## config.mk

```make
export PLATFORM = sky130hd
export DESIGN_NAME = cpu_sequencer_flat
export DESIGN_NICKNAME = d
export VERILOG_FILES = /design/src/rtl/cpu_sequencer_if.sv /design/src/rtl/cpu_sequencer.sv /design/src/flat_wrapper.sv
export SDC_FILE = /design/constraint.sdc
export NUM_CORES = 1
export LEC_CHECK = 0
export CORE_MARGIN = 1.5
export CORE_UTILIZATION = 45
export DETAILED_ROUTE_END_ITERATION = 10
export PLACE_DENSITY_LB_ADDON = 0.2
export RECOVER_POWER = 25
export SYNTH_ARGS = -nofsm -noshare
export SYNTH_HDL_FRONTEND = slang
export SYNTH_SLANG_ARGS = --single-unit
```

## constraint.sdc

```tcl
create_clock -name clk -period 2.4 [get_ports clk]
set_input_delay 0.36 -clock clk [delete_from_list [all_inputs] [get_ports clk]]
set_output_delay 0.36 -clock clk [all_outputs]
set_load 0.1 [all_outputs]
```

## src/rtl/cpu_sequencer_if.sv

```systemverilog
`default_nettype none
// ============================================================================
//  Module      : cpu_sequencer_if
//  Description : Bundle of ROM, register-file, ALU and RAM control signals
//                driven or consumed by the multi-cycle instruction sequencer.
//  Revision    : 1.0  initial release
// ============================================================================
interface cpu_sequencer_if;
  logic       run;
  logic [7:0] rom_address;
  logic [7:0] rom_data;
  logic [7:0] opcode1;
  logic [7:0] opcode2;
  logic       carry_in;
  logic       zero_in;
  logic       carry_f;
  logic       zero_f;
  logic       alu_op;
  logic [2:0] alu_func;
  logic [2:0] reg_raddr1;
  logic [2:0] reg_raddr2;
  logic [2:0] reg_waddr;
  logic       reg_write;
  logic [1:0] mem_to_reg;
  logic       n_cs;
  logic       n_oe;
  logic       n_we;
  logic       halted;

  // Sequencer side
  modport master (
    input  run, rom_data, carry_in, zero_in,
    output rom_address, opcode1, opcode2, carry_f, zero_f,
           alu_op, alu_func, reg_raddr1, reg_raddr2, reg_waddr,
           reg_write, mem_to_reg, n_cs, n_oe, n_we, halted
  );

  // Datapath / environment side
  modport slave (
    output run, rom_data, carry_in, zero_in,
    input  rom_address, opcode1, opcode2, carry_f, zero_f,
           alu_op, alu_func, reg_raddr1, reg_raddr2, reg_waddr,
           reg_write, mem_to_reg, n_cs, n_oe, n_we, halted
  );
endinterface
`default_nettype wire

```

## src/rtl/cpu_sequencer.sv

```systemverilog
`default_nettype none
// ============================================================================
//  Module      : cpu_sequencer
//  Description : Multi-cycle fetch/execute/writeback sequencer for the 8-bit
//                CPU; owns the PC, instruction latches and Carry/Zero flags.
//  Revision    : 1.0  initial release
// ============================================================================
module cpu_sequencer #(
  parameter logic [7:0] RESET_PC = 8'h00
) (
  input  wire logic        clk,
  input  wire logic        reset,
  cpu_sequencer_if.master  bus
);

  typedef enum logic [2:0] {
    ST_FETCH1    = 3'd0,
    ST_FETCH2    = 3'd1,
    ST_EXECUTE   = 3'd2,
    ST_WRITEBACK = 3'd3,
    ST_HALTED    = 3'd4
  } state_t;

  state_t     state_q, state_d;
  logic [7:0] pc_q, pc_d;
  logic [7:0] op1_q, op1_d;
  logic [7:0] op2_q, op2_d;
  logic       carry_q, carry_d;
  logic       zero_q, zero_d;

  logic dec_ldi, dec_ld, dec_st, dec_jmp, dec_halt, dec_alu;
  logic jmp_taken;
  logic in_exec_wb;

  // Instruction class decode from the latched opcode only
  assign dec_alu  = op1_q[7];
  assign dec_ldi  = (op1_q[7:4] == 4'b0001);
  assign dec_ld   = (op1_q[7:4] == 4'b0010);
  assign dec_st   = (op1_q[7:4] == 4'b0011);
  assign dec_jmp  = (op1_q[7:4] == 4'b0100);
  assign dec_halt = (op1_q[7:4] == 4'b0101);

  // Conditions test the architectural flags, never the live ALU outputs
  always_comb begin
    jmp_taken = 1'b0;
    case (op1_q[2:0])
      3'b000:  jmp_taken = 1'b1;
      3'b001:  jmp_taken = carry_q;
      3'b101:  jmp_taken = ~carry_q;
      3'b010:  jmp_taken = zero_q;
      3'b110:  jmp_taken = ~zero_q;
      default: jmp_taken = 1'b0;
    endcase
  end

  always_ff @(posedge clk or negedge reset) begin
    if (!reset) begin
      state_q <= ST_FETCH1;
      pc_q    <= RESET_PC;
      op1_q   <= 8'h00;
      op2_q   <= 8'h00;
      carry_q <= 1'b0;
      zero_q  <= 1'b0;
    end else begin
      state_q <= state_d;
      pc_q    <= pc_d;
      op1_q   <= op1_d;
      op2_q   <= op2_d;
      carry_q <= carry_d;
      zero_q  <= zero_d;
    end
  end

  always_comb begin
    state_d = state_q;
    pc_d    = pc_q;
    op1_d   = op1_q;
    op2_d   = op2_q;
    carry_d = carry_q;
    zero_d  = zero_q;
    case (state_q)
      ST_FETCH1: begin
        if (bus.run) begin
          op1_d   = bus.rom_data;
          state_d = ST_FETCH2;
        end
      end
      ST_FETCH2: begin
        op2_d   = bus.rom_data;
        pc_d    = pc_q + 8'd2;
        state_d = ST_EXECUTE;
      end
      ST_EXECUTE: begin
        if (dec_ldi || dec_ld || dec_alu) begin
          state_d = ST_WRITEBACK;
        end else if (dec_halt) begin
          state_d = ST_HALTED;
        end else begin
          if (dec_jmp && jmp_taken) begin
            pc_d = op2_q;
          end
          state_d = ST_FETCH1;
        end
      end
      ST_WRITEBACK: begin
        if (dec_alu) begin
          carry_d = bus.carry_in;
          zero_d  = bus.zero_in;
        end
        state_d = ST_FETCH1;
      end
      ST_HALTED: state_d = ST_HALTED;
      default:   state_d = ST_FETCH1;
    endcase
  end

  // Strobes depend on registered state/opcode only, so an async reset of
  // state_q drops them immediately without a clock edge.
  assign in_exec_wb = (state_q == ST_EXECUTE) || (state_q == ST_WRITEBACK);

  always_comb begin
    bus.n_cs       = 1'b1;
    bus.n_oe       = 1'b1;
    bus.n_we       = 1'b1;
    bus.alu_op     = 1'b0;
    bus.mem_to_reg = 2'b11;
    bus.reg_write  = (state_q == ST_WRITEBACK);
    if (in_exec_wb) begin
      if (dec_ldi) begin
        bus.mem_to_reg = 2'b00;
      end
      if (dec_ld) begin
        bus.n_cs       = 1'b0;
        bus.n_oe       = 1'b0;
        bus.mem_to_reg = 2'b01;
      end
      if (dec_alu) begin
        bus.alu_op     = 1'b1;
        bus.mem_to_reg = 2'b10;
      end
    end
    if ((state_q == ST_EXECUTE) && dec_st) begin
      bus.n_cs = 1'b0;
      bus.n_we = 1'b0;
    end
  end

  assign bus.rom_address = (state_q == ST_FETCH2) ? (pc_q + 8'd1) : pc_q;
  assign bus.opcode1     = op1_q;
  assign bus.opcode2     = op2_q;
  assign bus.carry_f     = carry_q;
  assign bus.zero_f      = zero_q;
  assign bus.alu_func    = op1_q[6:4];
  assign bus.reg_raddr1  = op1_q[2:0];
  assign bus.reg_raddr2  = op2_q[2:0];
  assign bus.reg_waddr   = op1_q[2:0];
  assign bus.halted      = (state_q == ST_HALTED);

endmodule
`default_nettype wire

```

## src/flat_wrapper.sv

```systemverilog
// flat-port wrapper written by rule: the top's interface ports become plain ports
module cpu_sequencer_flat 
#(
  parameter logic [7:0] RESET_PC = 8'h00
)
  (clk, reset, bus_run, bus_rom_data, bus_carry_in, bus_zero_in, bus_rom_address, bus_opcode1, bus_opcode2, bus_carry_f, bus_zero_f, bus_alu_op, bus_alu_func, bus_reg_raddr1, bus_reg_raddr2, bus_reg_waddr, bus_reg_write, bus_mem_to_reg, bus_n_cs, bus_n_oe, bus_n_we, bus_halted);
  cpu_sequencer_if bus_i ();
  input  wire logic clk;
  input  wire logic reset;
  input wire logic [$bits(bus_i.run)-1:0] bus_run;
  input wire logic [$bits(bus_i.rom_data)-1:0] bus_rom_data;
  input wire logic [$bits(bus_i.carry_in)-1:0] bus_carry_in;
  input wire logic [$bits(bus_i.zero_in)-1:0] bus_zero_in;
  output wire logic [$bits(bus_i.rom_address)-1:0] bus_rom_address;
  output wire logic [$bits(bus_i.opcode1)-1:0] bus_opcode1;
  output wire logic [$bits(bus_i.opcode2)-1:0] bus_opcode2;
  output wire logic [$bits(bus_i.carry_f)-1:0] bus_carry_f;
  output wire logic [$bits(bus_i.zero_f)-1:0] bus_zero_f;
  output wire logic [$bits(bus_i.alu_op)-1:0] bus_alu_op;
  output wire logic [$bits(bus_i.alu_func)-1:0] bus_alu_func;
  output wire logic [$bits(bus_i.reg_raddr1)-1:0] bus_reg_raddr1;
  output wire logic [$bits(bus_i.reg_raddr2)-1:0] bus_reg_raddr2;
  output wire logic [$bits(bus_i.reg_waddr)-1:0] bus_reg_waddr;
  output wire logic [$bits(bus_i.reg_write)-1:0] bus_reg_write;
  output wire logic [$bits(bus_i.mem_to_reg)-1:0] bus_mem_to_reg;
  output wire logic [$bits(bus_i.n_cs)-1:0] bus_n_cs;
  output wire logic [$bits(bus_i.n_oe)-1:0] bus_n_oe;
  output wire logic [$bits(bus_i.n_we)-1:0] bus_n_we;
  output wire logic [$bits(bus_i.halted)-1:0] bus_halted;
  assign bus_i.run = bus_run;
  assign bus_i.rom_data = bus_rom_data;
  assign bus_i.carry_in = bus_carry_in;
  assign bus_i.zero_in = bus_zero_in;
  assign bus_rom_address = bus_i.rom_address;
  assign bus_opcode1 = bus_i.opcode1;
  assign bus_opcode2 = bus_i.opcode2;
  assign bus_carry_f = bus_i.carry_f;
  assign bus_zero_f = bus_i.zero_f;
  assign bus_alu_op = bus_i.alu_op;
  assign bus_alu_func = bus_i.alu_func;
  assign bus_reg_raddr1 = bus_i.reg_raddr1;
  assign bus_reg_raddr2 = bus_i.reg_raddr2;
  assign bus_reg_waddr = bus_i.reg_waddr;
  assign bus_reg_write = bus_i.reg_write;
  assign bus_mem_to_reg = bus_i.mem_to_reg;
  assign bus_n_cs = bus_i.n_cs;
  assign bus_n_oe = bus_i.n_oe;
  assign bus_n_we = bus_i.n_we;
  assign bus_halted = bus_i.halted;
  cpu_sequencer #(.RESET_PC(RESET_PC)) u_core (.clk(clk), .reset(reset), .bus(bus_i));
endmodule
```

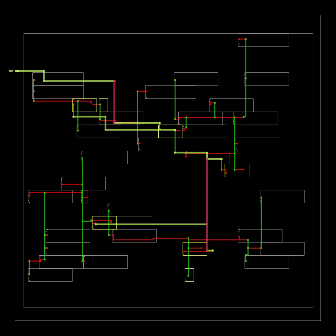
Figure 1: clock routing.
number of flip-flops and latches: 29
Layout Skew: 3.61 ps
clk latency late pin: 280 ps
number of clock buffers in the layout: 6

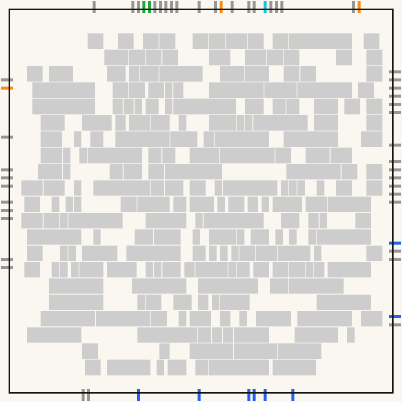
Figure 2: pin placement.
(6 px per um) Pins as bars across the die edge, other pins in gray.
`bus_zero_f`: marked cyan, pins 1, direction output, edge top. `bus_rom_address`: marked blue, pins 8, direction output, edge 6 bottom, 2 right. `bus_mem_to_reg`: marked green, pins 2, direction output, edge top. `bus_alu_func`: marked orange, pins 3, direction output, edge 2 top, 1 left.
All pins by edge: 22 top, 18 right, 11 left, 8 bottom.
Port Buffer Count: 58
vertical die size: 63.7 um
horizontal extent of the die: 63.7 um

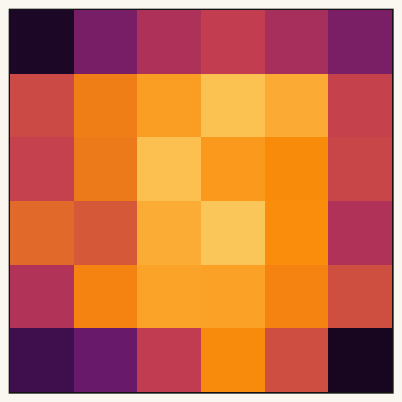
Figure 3: local utilization.
(6 px per um) The die is cut into 6 by 6 equal tiles; black is low, pale yellow is high, 0 to 100% covered.
The densest ninth of the die: middle. The mean over all tiles is 59%. The fullest tile reaches 88%. 28% of the tiles are over 75% full.
Final Core Density: 0.709
FP Util: 0.481
core area: 3440 sq um

## cells by family (layout without fill, tap and decap cells)
kind of cell    count (synthesis)  in the layout  synth area share
fa+ha+maj                       2              2            0.0151
xor+xnor                        9              9            0.0476
buf+inv                        24             77            0.0861
flops                          29             29             0.438
compound gates                 25             25             0.117
simple gates                   73             73             0.228
mux                            10             10            0.0680
## placed cells by master (no fill, tap or decap), types with 2 or more instances in the layout
master / n
clkinv_2: 2
a211oi_1: 2
xor2_1: 2
dfrtp_4: 4
clkdlybuf4s50_1: 12
nor2_1: 5
inv_1: 6
or3b_1: 2
nand4_1: 2
and2_1: 3
nor3b_2: 2
xnor2_4: 4
nand3_1: 5
clkbuf_8: 5
nor3_2: 2
a21oi_1: 3
a2bb2oi_1: 2
nor2b_1: 2
buf_12: 9
mux2_2: 8
clkbuf_1: 2
o21ai_0: 4
dfrtp_2: 2
mux2_1: 2
nand2b_1: 3
a221oi_2: 2
buf_4: 41
dfrtp_1: 23
nand3b_1: 2
xnor2_2: 3
nand2_1: 36
## state kept, by name, indices dropped and copies added (netlist names)
signal / count
u_core.pc_q: 8
u_core.bus.opcode2: 8
u_core.state_q: 3
u_core.bus.zero_f: 1
u_core.bus.opcode1: 8
u_core.bus.carry_f: 1
## per-stage QoR
step                setup TNS (ps)
finish                           0
global route                     0
floorplan                     -495
global placement                 0
CTS                              0
detailed placement               0
## layout make-up
cell class,count,area share
tap,46,0.0236
clock inverter,2,0.00410
sequential,29,0.304
inverter,6,0.00923
clock buffer,6,0.0297
multi-input combinational,119,0.378
timing repair buffer,63,0.251
## final timing paths
check	endpoint	start	slack [ps]
max	bus_rom_address[5]	u_core.state_q[1]	110
min	u_core.bus.opcode1[3]	u_core.bus.opcode1[3]	540
max reg2reg	u_core.pc_q[0]	u_core.state_q[1]	520
min reg2reg	u_core.bus.opcode1[3]	u_core.bus.opcode1[3]	540
max in group asynchronous	u_core.bus.opcode1[5]	reset	400
min in group asynchronous	u_core.pc_q[4]	reset	910
## layer usage
| metal | wire length, um | track usage | share of wire | vias to the layer above |
|---|---|---|---|---|
| met1 | 1560 | 0.257 | 0.38 | 713 |
| met4 | 44 | 0.0707 | 0.011 | 0 |
| met5 | 0 | 0 | 0 | - |
| li1 | - | - | - | 693 |
| met2 | 2160 | 0.374 | 0.53 | 60 |
| met3 | 326 | 0.0804 | 0.080 | 7 |
## what timing repair did
| action | CTS | global route |
|---|---|---|
| pin swaps | 0 | 0 |
| endpoints found under the hold margin | 0 | 0 |
| gates resized | 2 | 2 |
| endpoints found under the setup margin | 1 | 4 |
| buffers inserted | 0 | 0 |
==> out/summary.log <==
[placement] Post-Place Setup Slack 286 ps
[critical_path] Worst Setup End Kind primary output
[global_routing] global-route wire length before repair 6840 um
[clock_network] total clock buffers created by CTS 5
[critical_path] delay of the slowest cell on the worst path 460 ps
[job] max-cap check violation count 1
[run_status] violations in the final reports capacitance limit, slew limit
[finish] fill cell instance count of the final layout 262
[finish] sequential cell area 743 sq um
[final_timing] highest achievable clock rate 437 MHz
[clock_network] Longest Clk Path Bufs 2
[critical_path] cell depth of the worst flop-to-flop path 4
[synth] mean cell area of the mapped netlist 9.63 sq um
[finish] number of standard cells in the final layout excluding fillers 271
[synth] Top area cell types dfrtp_1 (44%), nand2_1 (8.2%), buf_4 (5.9%)
[synth] most common library cells after synthesis nand2_1 (36), dfrtp_1 (29), buf_4 (13), mux2_2 (8), xnor2_1 (7)
[synth] number of different library cells in the post-synthesis netlist 43
[placement] DP Cell Count 263
[route] first drt pass iteration count 5
[final_timing] worst-case headroom to the max-slew limit -0.0174
[finish] area growth from synthesis to layout 47.4%
[finish] final non-filler cell area 2440 sq um
[route] vias post-DR 1473
[final_timing] pin slew with the least headroom to its limit 1530 ps
[critical_path] data required time of the worst path 2040 ps
[clock_network] maximum level of the CTS H-tree 2
[critical_path] WP depth 5
[global_routing] global-route congestion overflow total 0
[final_timing] number of setup violations in the final report 0
[run_status] run status complete, but fails checks
[critical_path] critical path data arrival time 1930 ps
[synth] Largest type area fraction 0.438
[final_timing] Worst Slack Setup Final 110 ps
[synth] count of yosys warnings during synthesis 0
[route] mean routed wirelength per cell 15.1 um
[critical_path] critical path buffer and inverter count 2
[clock_network] number of hold buffers added after CTS 0
[synth] most used standard cell by instance count after synthesis nand2_1
[clock_network] clock root buffer clkbuf_8
[route] number of violations reported at the end of detailed-routing iteration 0 56
[synth] cell type with the largest total area after synthesis dfrtp_1
[final_timing] Final Hold Vio Count 0
[synth] summed instance area of the synthesized netlist 1660 sq um
[synth] total cells reported by yosys after synthesis 172
[floorplanning] site row count 21
[hold_path] cell count of the worst hold path 1
[route] DRC Markers 0
[final_timing] ratio of final minimum period to clock period 0.954
[critical_path] slowest library cell on the worst path dfrtp_1
[clock_network] clock input transition at the sequential cells of the worst setup and hold paths 60 ps
[route] detail-routed via count per cell 5.44
[synth] Synth Net Count 187
[placement] RD Place Congestion 0.929
[critical_path] startpoint type of the worst setup path register
[finish] Ant. Diodes 0
[synth] post-synth tally of flip-flops with integrated enable 0
[floorplanning] I/O pin count 59
[hold_path] type of the worst min-delay path reg -> reg
[final_timing] Fin Hold WS 535 ps
[synth] synthesis-stage register bit count 29
[critical_path] Crit Path Class reg -> out
[global_routing] maximum number of pins on one net before global-route repair 30
[global_routing] number of global-route vias before repair 1500
[synth] Dominant flop cell dfrtp_1
[finish] layout cell share with drive strength beyond 1 0.413
[placement] cell area after placement 2350 sq um
[route] final antenna-violating net count 0
[floorplanning] full die area 4050 sq um
[final_timing] post-route minimum period 2290 ps
[finish] count of nets after finishing 239
[critical_path] maximum fanout along the worst path 16
[placement] hpwl dp 3170 um
[global_routing] initial antenna violation count 0
[final_timing] setup repair after global routing missed its margin false
[finish] area taken by multi-input logic gates 923 sq um
[clock_network] TritonCTS clock tree yes
[synth] register share after synthesis 0.438
[synth] total cell area reported by yosys after synthesis 1660 sq um
[critical_path] dominant delay contributor by cell family on the critical path simple AND/OR/NAND/NOR gates
[critical_path] crit-path cells nor3b_2 -> buf_4 -> nand3_1 -> xnor2_4 -> buf_12
[job] tally of OpenROAD warnings 27
[global_routing] overall track demand over capacity in global routing 0.220
[synth] Async SR Flop Fraction 1.00
[clock_network] clk sink count 29
[synth] Cells after Synth 172
[route] Routed Wire Length 4090 um
[final_timing] final count of pins violating max slew 30
